### src/rtl/cam_pkg.sv
// cam_pkg: definitions shared by the camera capture path and the VGA reader.
//   - cam_state_e : capture FSM states
//   - CAM_WIDTH / CAM_HEIGHT : default frame geometry (160x120)
//   - RGB_* : field positions of a packed RGB444 word (R=[11:8], G=[7:4], B=[3:0])
//   - pack_rgb() : assembles a 12-bit pixel from its three nibbles
package cam_pkg;

  typedef enum logic [2:0] {
    WAIT_VS,
    WAIT_FRAME,
    IDLE_LINE,
    BYTE_HI,
    BYTE_LO
  } cam_state_e;

  localparam int CAM_WIDTH  = 160;
  localparam int CAM_HEIGHT = 120;

  localparam int RGB_R_MSB = 11;
  localparam int RGB_R_LSB = 8;
  localparam int RGB_G_MSB = 7;
  localparam int RGB_G_LSB = 4;
  localparam int RGB_B_MSB = 3;
  localparam int RGB_B_LSB = 0;

  function automatic logic [11:0] pack_rgb(input logic [3:0] r,
                                           input logic [3:0] g,
                                           input logic [3:0] b);
    logic [11:0] p;
    p = '0;
    p[RGB_R_MSB:RGB_R_LSB] = r;
    p[RGB_G_MSB:RGB_G_LSB] = g;
    p[RGB_B_MSB:RGB_B_LSB] = b;
    return p;
  endfunction

endpackage

### src/rtl/cam_sync_fsm.sv
// cam_sync_fsm: capture state register plus vsync/href decode.
// Ports:
//   clk, rst  : pixel clock, asynchronous active-high reset
//   vsync     : frame sync, high = vertical blanking (aborts any state)
//   href      : line valid
//   state     : current FSM state (debug / datapath qualifier)
//   latch_r   : this sample carries the first (XXXXRRRR) byte of a pixel
//   wr_px     : this sample carries the second (GGGGBBBB) byte; pixel complete
// latch_r and wr_px are decoded from the current state and the inputs of the
// same sample, so the datapath can register the write on that very edge.
module cam_sync_fsm
  import cam_pkg::*;
(
  input  logic       clk,
  input  logic       rst,
  input  logic       vsync,
  input  logic       href,
  output cam_state_e state,
  output logic       latch_r,
  output logic       wr_px
);

  always_ff @(posedge clk or posedge rst) begin
    if (rst) begin
      state <= WAIT_VS;
    end else if (vsync) begin
      // vsync wins over href in every state, including WAIT_VS.
      state <= WAIT_FRAME;
    end else begin
      case (state)
        WAIT_VS:    state <= WAIT_VS;
        WAIT_FRAME: state <= IDLE_LINE;
        IDLE_LINE:  state <= href ? BYTE_LO : IDLE_LINE;
        // A line that ends while waiting for the low byte drops the half pixel.
        BYTE_LO:    state <= href ? BYTE_HI : IDLE_LINE;
        BYTE_HI:    state <= href ? BYTE_LO : IDLE_LINE;
        default:    state <= WAIT_VS;
      endcase
    end
  end

  always_comb begin
    latch_r = 1'b0;
    wr_px   = 1'b0;
    if (!vsync && href) begin
      latch_r = (state == IDLE_LINE) || (state == BYTE_HI);
      wr_px   = (state == BYTE_LO);
    end
  end

endmodule

### src/rtl/cam_capture_rgb444.sv
// cam_capture_rgb444: pairs OV7670 RGB444 bytes into 12-bit pixels and writes
// them linearly into a WIDTH x HEIGHT dual-port frame buffer.
// Parameters: WIDTH (pixels/line), HEIGHT (lines/frame), AW (address width).
// Ports:
//   clk, rst        : pixel clock, asynchronous active-high reset
//   CAM_vsync       : frame sync (high = blanking)
//   CAM_href        : line valid
//   CAM_px_data     : pixel byte, XXXXRRRR then GGGGBBBB
//   DP_RAM_regW     : one-cycle write strobe
//   DP_RAM_addr_in  : write address (line*WIDTH + column)
//   DP_RAM_data_in  : pixel {R,G,B}
//   frame_done      : one-cycle pulse with the write to address WIDTH*HEIGHT-1
//   line_err        : only with CAM_CAPTURE_LINE_CHECK_EN defined; pulses on the
//                     first href-low sample after a window of != 2*WIDTH bytes
// Write contract: DP_RAM_regW is a valid-only strobe (the RAM port is always
// ready). Address and data are meaningful only in the strobe cycle and hold
// their last value otherwise; at most one strobe every two clocks.
module cam_capture_rgb444
  import cam_pkg::*;
#(
  parameter int WIDTH  = CAM_WIDTH,
  parameter int HEIGHT = CAM_HEIGHT,
  parameter int AW     = 15
) (
  input  logic          clk,
  input  logic          rst,
  input  logic          CAM_vsync,
  input  logic          CAM_href,
  input  logic [7:0]    CAM_px_data,
  output logic          DP_RAM_regW,
  output logic [AW-1:0] DP_RAM_addr_in,
  output logic [11:0]   DP_RAM_data_in,
  output logic          frame_done
`ifdef CAM_CAPTURE_LINE_CHECK_EN
  ,
  output logic          line_err
`endif
);

  // One extra bit so a full frame of exactly 2^AW pixels can still saturate.
  localparam logic [AW:0] TOTAL_C = (AW+1)'(WIDTH * HEIGHT);
  localparam logic [AW:0] LAST_C  = (AW+1)'(WIDTH * HEIGHT - 1);

  cam_state_e  fsm_state;
  logic        latch_r;
  logic        wr_px;
  logic [3:0]  r_lat;
  logic [AW:0] pix_cnt;

  cam_sync_fsm u_fsm (
    .clk     (clk),
    .rst     (rst),
    .vsync   (CAM_vsync),
    .href    (CAM_href),
    .state   (fsm_state),
    .latch_r (latch_r),
    .wr_px   (wr_px)
  );

  always_ff @(posedge clk or posedge rst) begin
    if (rst) begin
      r_lat          <= '0;
      pix_cnt        <= '0;
      DP_RAM_regW    <= 1'b0;
      DP_RAM_addr_in <= '0;
      DP_RAM_data_in <= '0;
      frame_done     <= 1'b0;
    end else begin
      DP_RAM_regW <= 1'b0;
      frame_done  <= 1'b0;
      if (latch_r) begin
        r_lat <= CAM_px_data[3:0];
      end
      if (fsm_state == WAIT_FRAME) begin
        // Held at zero until the vsync falling edge releases the FSM, so the
        // first pixel of every frame lands at address 0.
        pix_cnt <= '0;
      end else if (wr_px && (pix_cnt < TOTAL_C)) begin
        DP_RAM_regW    <= 1'b1;
        DP_RAM_addr_in <= pix_cnt[AW-1:0];
        DP_RAM_data_in <= pack_rgb(r_lat, CAM_px_data[7:4], CAM_px_data[3:0]);
        frame_done     <= (pix_cnt == LAST_C);
        // Stops at TOTAL_C: surplus lines write nothing and never wrap.
        pix_cnt        <= pix_cnt + 1'b1;
      end
    end
  end

`ifdef CAM_CAPTURE_LINE_CHECK_EN
  localparam int LBW = $clog2(2 * WIDTH + 2);
  localparam logic [LBW-1:0] LINE_BYTES = LBW'(2 * WIDTH);

  logic [LBW-1:0] line_bytes;
  logic           capturing;

  assign capturing = (fsm_state == IDLE_LINE) || (fsm_state == BYTE_HI) ||
                     (fsm_state == BYTE_LO);

  always_ff @(posedge clk or posedge rst) begin
    if (rst) begin
      line_bytes <= '0;
      line_err   <= 1'b0;
    end else begin
      line_err <= 1'b0;
      if (CAM_vsync || !capturing) begin
        // A window cut by vsync is not judged.
        line_bytes <= '0;
      end else if (CAM_href) begin
        if (line_bytes != '1) begin
          line_bytes <= line_bytes + 1'b1;
        end
      end else if (line_bytes != '0) begin
        line_err   <= (line_bytes != LINE_BYTES);
        line_bytes <= '0;
      end
    end
  end
`endif

endmodule

### config.mk
export PLATFORM = sky130hd
export DESIGN_NAME = cam_capture_rgb444
export DESIGN_NICKNAME = d
export VERILOG_FILES = /design/src/rtl/cam_pkg.sv /design/src/rtl/cam_sync_fsm.sv /design/src/rtl/cam_capture_rgb444.sv
export SDC_FILE = /design/constraint.sdc
export NUM_CORES = 1
export LEC_CHECK = 0
export ABC_AREA = 1
export CAP_MARGIN = 20
export CORE_MARGIN = 2
export CORE_UTILIZATION = 25
export DETAILED_ROUTE_END_ITERATION = 16
export SYNTH_ARGS = -nofsm -noshare
export SYNTH_HDL_FRONTEND = slang
export SYNTH_SLANG_ARGS = --single-unit
### constraint.sdc
create_clock -name clk -period 1.4 [get_ports clk]
set_input_delay 0.21 -clock clk [delete_from_list [all_inputs] [get_ports clk]]
set_output_delay 0.21 -clock clk [all_outputs]
set_load 0.05 [all_outputs]
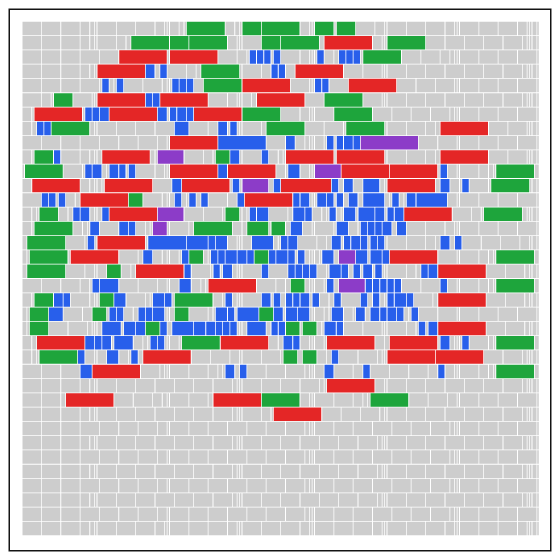
**Above:** cell classes on the final placement.
Fill, decap, tap and diode cells in gray.
purple -> clock drivers and dummy loads  # cells 8
red -> sequential cells  # cells 52
blue -> remaining logic cells  # cells 228
green -> remaining buffers and delay cells  # cells 62
fin util: 37.4%
fraction of area in registers: 36.1%
Core Area: 9640 um2

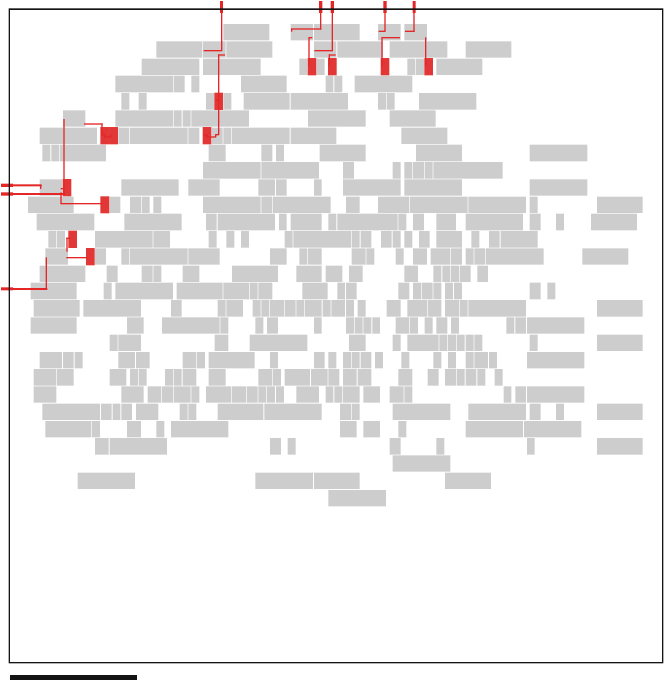
**Above:** I/O nets highlighted.
Scale bar: 20 um.
red -> CAM_px_data  # bits 8, direction input, edge 5 top, 3 left, end cells 12, buffers 8, wire 125 um
IO Pins: 41
Buffers on Ports: 40

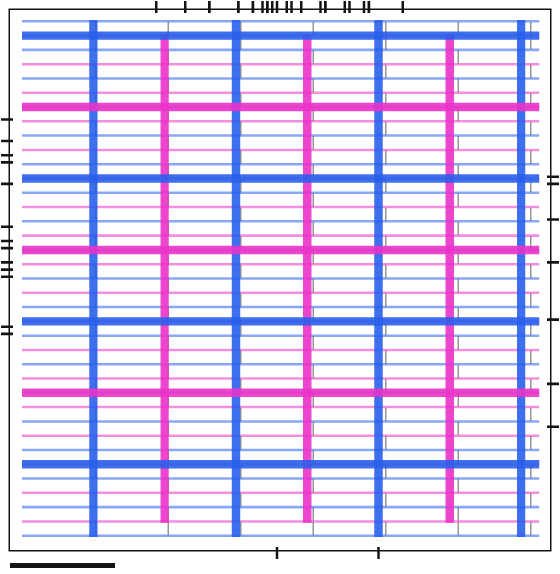
**Above:** floorplan with the power grid.
Scale bar: 20 um. Pins as bars on the die edge. Tap cells in gray.
blue -> VSS
magenta -> VDD
tap cells = 133
met4 straps = 7
met5 straps = 7
met1 rails = 37
signal pins = 41
die width: 103 um
maximum VDD drop: 584 uV
Die Y: 103 um

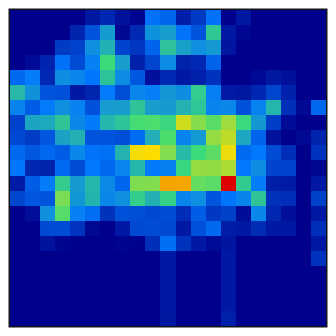
**Above:** wiring heat map.
The die is cut into 21 by 21 equal tiles; dark blue is low, red is high, scaled to the fullest tile. Values are wire area over tile area, all layers added.
fullest tile = 0.55
tiles over half the peak = 5.9%
nearly empty tiles = 39%
mean over tiles = 0.084
emptiest ninth of the die = lower left
gr usage total: 11.4%
wire per inst: 11.8 um

==> results.txt <==
impl run done, here's what came out: MI comb area=992 um2, worst hold margin=287 ps, Main synth FF type=dfrtp_1, biggest area consumer among synthesized cells=dfrtp_1, launch point of the worst reg-to-reg path=pix_cnt[13]$_DFFE_PP0P_, Worst Tran Pin Value=437 ps, CP max-delay cell=dfrtp_1, antenna fix cells=0, # fillers=992, fraction of layout cells with a size suffix above 1=25.4%, most numerous logic cell after layout=nand2_1, fmax=702 MHz, Worst EP required=1630 ps, Top non-seq family=simple AND/OR/NAND/NOR gates, RSZ-0062 raised after global routing=true, status=finished with violations, total number of yosys warnings=0, design area=3610 um2, delay-heaviest family, CP=simple AND/OR/NAND/NOR gates, Log Warnings=27, yosys synthesis chip area=2440 um2, internal power=2480 uW, P_comb=738 uW, pre-CTS WS=-210 ps, Seq. pwr=1690 uW, most frequent cells in the layout=nand2_1 (92), dfrtp_1 (51), buf_12 (33), inv_1 (26), o21ai_1 (25), Root Buffer=clkbuf_8, number of global-route vias before repair=2032, Die ar.=10600 um2, Post-Synth Adder-Cell Area=0.513%, slack of the worst reg-to-reg path=-20 ps, # setup viols final=27, Sink Count=52, Comb/total area=27.5%, Syn Area/Cell=8.47 um2, Max power group=registers, first-pass GRT wire length=9590 um, largest net degree at the start of global routing=53, failing checks=setup timing, Tap Cells=133, Sw Ratio=28.9%, most frequent cell after synthesis=nand2_1, Max clock buf depth=2, met1 Use GR=16.3%, Worst Setup Slack, final=-24.0 ps, CTS tree=done, Final Non-Filler Cells=483, Worst EP arrival=1660 ps
Power is estimated from default activity; no workload was simulated.
